==> config.mk <==
export PLATFORM = sky130hd
export DESIGN_NAME = mult16_seq_ctrl
export DESIGN_NICKNAME = d
export VERILOG_FILES = /design/src/rtl/mult_pkg.sv /design/src/rtl/dadda_mult_8x8.sv /design/src/rtl/mult16_seq_ctrl.sv
export SDC_FILE = /design/constraint.sdc
export NUM_CORES = 1
export LEC_CHECK = 0
export ABC_CLOCK_PERIOD_IN_PS = 10400
export CAP_MARGIN = 20
export CORE_UTILIZATION = 50
export DETAILED_ROUTE_END_ITERATION = 10
export HOLD_SLACK_MARGIN = 0.12
export PLACE_DENSITY = 0.82
export SETUP_SLACK_MARGIN = 0.05
export SLEW_MARGIN = 20
export SYNTH_ARGS = -nofsm -noshare
export SYNTH_HDL_FRONTEND = slang
export SYNTH_SLANG_ARGS = --single-unit
==> constraint.sdc <==
create_clock -name clk -period 10.4 [get_ports clk]
set_clock_uncertainty 0.05 [all_clocks]
set_input_delay 1.56 -clock clk [delete_from_list [all_inputs] [get_ports clk]]
set_output_delay 1.56 -clock clk [all_outputs]
set_load 0.03 [all_outputs]
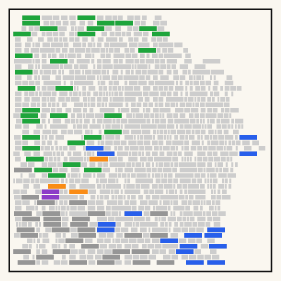
run_1/ff_map.png
(2 px per um) Other sequential cells in the stronger grey, the rest of the logic in the fainter grey.
b_q -> blue  # sequential cells 16
out_p -> green  # sequential cells 32
step_q -> orange  # sequential cells 3
state_q -> purple  # sequential cells 2
not coloured = 33
Register Area: 0.00215 mm2
final core utilization: 0.727

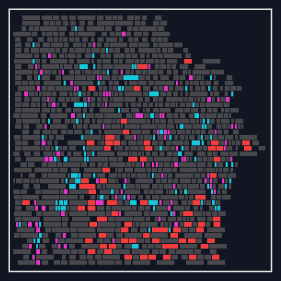
run_1/gates.png
(2 px per um)
mux cells -> red  # cells 70
nor cells -> cyan  # cells 101
nand cells -> magenta  # cells 95
most used logic cell in the final layout: buf_4
Comb area share: 0.564
Cell Count, Final, Fillers Out: 1375

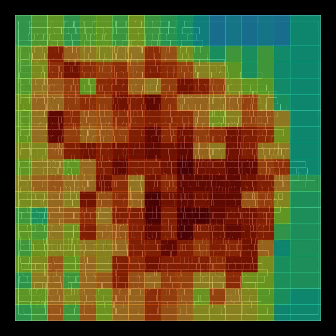
run_1/congestion_map.png
grt met2 use: 0.523
Top Usage Layer GRT: met2
GRT met3 Usage: 0.0513

==> impl_metrics.csv, run 1 <==
group,metric,value,unit
global_route,grtUsageTotal,0.310,
routing,drc,0,
cts,numClockSinks,86,
logic_synthesis,avgSynthCellArea,9.03,um2
timing,period_minus_slack,11.43,ns
cts,cts_root_buf,"clkbuf_16",
critical_path,start_kind,"register",
global_route,overflow,0,
critical_path,end_kind,"register",
critical_path,critPathSlowestCell,"dfrtp_2",
cts,cts_tree,"yes",
timing,hold_viol_final,0,
timing,max_freq,87.5,MHz
floorplanning,io_pins,88,
finish,synthToLayoutAreaGrowth,41.2,%
logic_synthesis,syn_nets,1041,
critical_path,critPathMaxFanout,5,
timing,period_used_share,1.10,
logic_synthesis,synthFlopType,"dfrtp_1",
logic_synthesis,synth_top_cell_by_area,"dfrtp_1",
cts,clk_latency,0.36,ns
floorplanning,die.size.y,130,um
floorplanning,coreArea,0.0160,mm2
finish,diodes,0,
logic_synthesis,edf_count,0,
timing,relSlewSlack,0.409,
logic_synthesis,yosys_cells,912,
global_route,antenna_found_initial,0,
routing,num_vias,8725,
critical_path,ff2ff_setup_slack,-1.03,ns
placement,dp_cells,1304,
cts,clock_path_buffers,2,
finish,fin_nets,1283,
placement,io_buffers,87,
timing,worst_slack,-1.03,ns
floorplanning,chipArea,0.0170,mm2
job,max_cap_violations,0,
logic_synthesis,ys_seq_frac,0.261,
global_route,grt_max_degree,77,
status,status,"finished, violations left",
critical_path,critPathMaxStageDelay,0.47,ns
routing,ant_nets,0,
routing,wire_per_inst,20.8,um
logic_synthesis,yosys_warnings,0,
timing,rsz0062_at_grt,"yes",
floorplanning,die_x,130,um
logic_synthesis,top_area_frac,0.261,
logic_synthesis,synth_cell_types,71,
timing,setup-violations-final,20,
finish,lay_top_cells,"buf_4, clkdlybuf4s50_1, dfrtp_1, nor2_1, ha_1",
job,warning_count,30,
placement,place_congestion,0.916,
cts,cts_made_buffers,9,
critical_path,worst_ep_arrival_time,11.67,ns
min_path,holdPathStages,1,
critical_path,path_class,"register to register",
placement,dpl.hpwl,17200,um
critical_path,crit_path_frequent_cell,"buf_4",
global_route,grt_pass1_wl,40900,um
min_path,hold_path.class,"register to register",
timing,slew_viol_final,0,
finish,drive_gt1_frac,0.330,
finish,largest_reg_flops,32,
finish,logic_area,0.00656,mm2
status,violations,"setup timing",
routing,drt_iter0_markers,814,
finish,fillers,1047,
timing,hold_ws,0.432,ns
logic_synthesis,ys.flops,86,
routing,wirelength,28600,um
cts,path_clk_slew,0.08,ns
floorplanning,fp_util,0.515,
run 1: stage by stage:
stage / cell area [um2]
5_1_grt: 11600
6_report: 11600
2_1_floorplan: 8470
3_5_place_dp: 10300
4_1_cts: 11200
3_3_place_gp: 10300
run 1: cell type report:
class | instances | area share
clock buffer | 9 | 0.0194
clock inverter | 7 | 0.00742
inverter | 42 | 0.0140
multi-input combinational | 759 | 0.564
sequential | 86 | 0.185
tap | 216 | 0.0232
timing repair buffer | 256 | 0.187
run 1: kinds of logic after synthesis:
logic type / Yosys count / share of synthesized area
compound gates: 297 / 0.250
xor+xnor: 76 / 0.0817
fa+ha+maj: 92 / 0.145
buf+inv: 67 / 0.0345
flops: 86 / 0.261
mux: 70 / 0.0984
other cells: 1 / 0.000455
simple gates: 223 / 0.128
run 1: synth_stat cells, types with 12 or more instances:
cell / number
a22o_1: 29
o22ai_1: 12
ha_1: 86
nand2_1: 63
mux2i_1: 17
nor3_1: 17
mux2_2: 47
dfrtp_1: 86
nor2_1: 70
clkbuf_1: 15
a31oi_1: 13
a211oi_1: 14
a21oi_1: 75
o21ai_0: 45
a21o_1: 34
xnor2_1: 52
nand3_1: 13
inv_1: 38
xor2_1: 23
run 1: metal layers:
layer,GRT usage,wire length [um],vias up
met5,0,0,-
met4,0.156,1710,0
met3,0.0513,2170,166
met2,0.523,13500,501
met1,0.382,11200,4193
li1,-,-,3865
run 1: repair_timing:
item,4_1_cts,5_1_grt
resized,66,56
setup endpoints to repair,14,20
cloned,0,0
buffers inserted,39,18
pin swaps,71,74
hold buffers,0,0
run 1: worst max-delay path, delay by kind of cell (launching register included):
kind	cells	cell delay, ns
AOI/OAI and AO/OA	25	4.91
xor gates and xnor gates	6	0.91
adders and majority gates	7	1.87
buffers and inverters	14	1.81
DFF	1	0.47
muxes	1	0.22
and+or+nand+nor	9	1.10
run_1/closeup.png
Window x 53 to 78, y 27 to 52 um. Cells in grey, sequential cells in the stronger grey; small squares are vias.
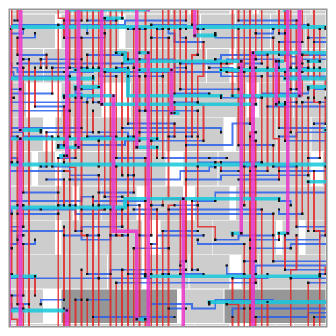

==> run 2: changes to the inputs <==
RECOVER_POWER = 50   (was default)
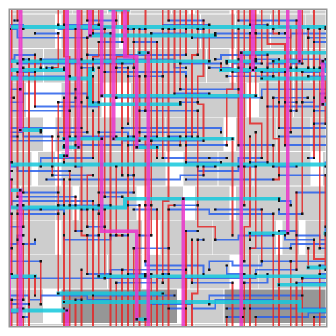
run_2/closeup.png
Window x 53 to 78, y 27 to 52 um. Cells in grey, sequential cells in the stronger grey; small squares are vias.
M2 -> red
M4 -> magenta
M3 -> cyan
M1 -> blue
cells with their middle in the window = 59
most frequent = buf_4 (14), nand2_1 (6), nor2_1 (4)
sequential cells in the window = 2

==> run 2 against run 1 <==
Effect of this change: the flow finishes with violations (capacitance limit, slew limit, setup timing); flip-flop count unchanged; critical path depth unchanged; synthesized cell count did not move; fmax down 0.22%; area after synthesis unchanged; global-route usage unchanged; first-iteration DRC count decreased by 8.5%; critical endpoint unchanged.
==> impl_metrics.csv, run 2 <==
group,metric,value,unit
status,status,"finished, violations left",
status,violations,"capacitance limit, slew limit, setup timing",
logic_synthesis,yosys_warnings,0,
critical_path,worst_ep_arrival_time,11.69,ns
floorplanning,die.size.y,130,um
critical_path,critPathMaxStageDelay,0.47,ns
min_path,hold_path.class,"register to register",
floorplanning,chipArea,0.0170,mm2
timing,hold_viol_final,0,
cts,cts_tree,"yes",
logic_synthesis,syn_nets,1041,
critical_path,critPathSlowestCell,"dfrtp_2",
floorplanning,die_x,130,um
logic_synthesis,mux_share,0.0985,
routing,num_vias,8660,
finish,lay_top_cells,"buf_4, dfrtp_1, clkdlybuf4s50_1, nor2_1, ha_1",
critical_path,path_class,"register to register",
finish,fillers,1053,
cts,clk_latency,0.36,ns
logic_synthesis,yosys.area_share.aoi,0.250,
logic_synthesis,ys_sh_adder,0.145,
logic_synthesis,ys_seq_frac,0.261,
placement,dpl.hpwl,17200,um
timing,period_used_share,1.10,
floorplanning,fp_util,0.515,
logic_synthesis,ys_sh_xor,0.0817,
critical_path,critPathMaxFanout,5,
finish,fin_nets,1283,
critical_path,path_buffers,14,
floorplanning,io_pins,88,
finish,diodes,0,
critical_path,crit_path_frequent_cell,"buf_4",
global_route,grt_pass1_wl,40900,um
critical_path,ff2ff_setup_slack,-1.06,ns
finish,synthToLayoutAreaGrowth,40.8,%
logic_synthesis,common_cells,"dfrtp_1, ha_1, a21oi_1",
critical_path,cp_top_family,"AND-OR/OR-AND gates",
global_route,overflow,0,
logic_synthesis,synth.comb.largest_family,"AND-OR/OR-AND gates",
cts,cts_made_buffers,9,
timing,slew_viol_final,58,
job,max_cap_violations,1,
critical_path,end_kind,"register",
global_route,grtUsageTotal,0.310,
cts,path_clk_slew,0.08,ns
timing,relSlewSlack,-1.08,
routing,drc,0,
logic_synthesis,synthFlopType,"dfrtp_1",
logic_synthesis,ys_sh_simple,0.128,
timing,setup-violations-final,20,
cts,numClockSinks,86,
placement,place_congestion,0.916,
routing,drt_iter0_markers,745,
job,warning_count,30,
logic_synthesis,yosys_cells,912,
timing,worst_slack,-1.06,ns
timing,period_minus_slack,11.46,ns
cts,clock_path_buffers,2,
routing,wirelength,28500,um
logic_synthesis,synth_cell_types,71,
floorplanning,coreArea,0.0160,mm2
logic_synthesis,top_area_frac,0.261,
[run 2: area by class of cell]
class	count	area, um2	share of cell area
multi-input combinational	759	6560	0.565
clock buffer	9	225	0.0194
inverter	42	163	0.0140
sequential	86	2150	0.186
tap	216	270	0.0233
timing repair buffer	256	2140	0.185
clock inverter	7	86.3	0.00744
[run 2: repair_timing]
item,4_1_cts,5_1_grt
hold buffers,0,0
pin swaps,71,74
setup buffers,39,18
setup endpoints to repair,14,20
resized,66,56
[run 2: cell families (layout without fill, tap and decap cells)]
group / Yosys count / in the layout
AOI/OAI and AO/OA: 297 / 297
and+or+nand+nor: 223 / 223
adders and majority gates: 92 / 92
DFF: 86 / 86
xor gates and xnor gates: 76 / 76
muxes: 70 / 70
buffers and inverters: 67 / 314
other: 1 / 1
[run 2: metal layers]
metal | global-route usage | wire [um]
met3 | 0.0513 | 2240
met2 | 0.523 | 13400
met4 | 0.156 | 1790
met5 | 0 | 0
met1 | 0.382 | 11100
[run 2: through the flow]
step	cells	worst slack [ns]	hold slack (ns)	area [um2]
floorplan	912	-0.0208	0.425	8470
global placement	1304	-0.301	0.415	10300
detailed placement	1304	-0.502	0.420	10300
CTS	1358	-0.158	0.435	11200
global route	1375	-1.43	0.463	11600
finish	1375	-1.06	0.428	11600
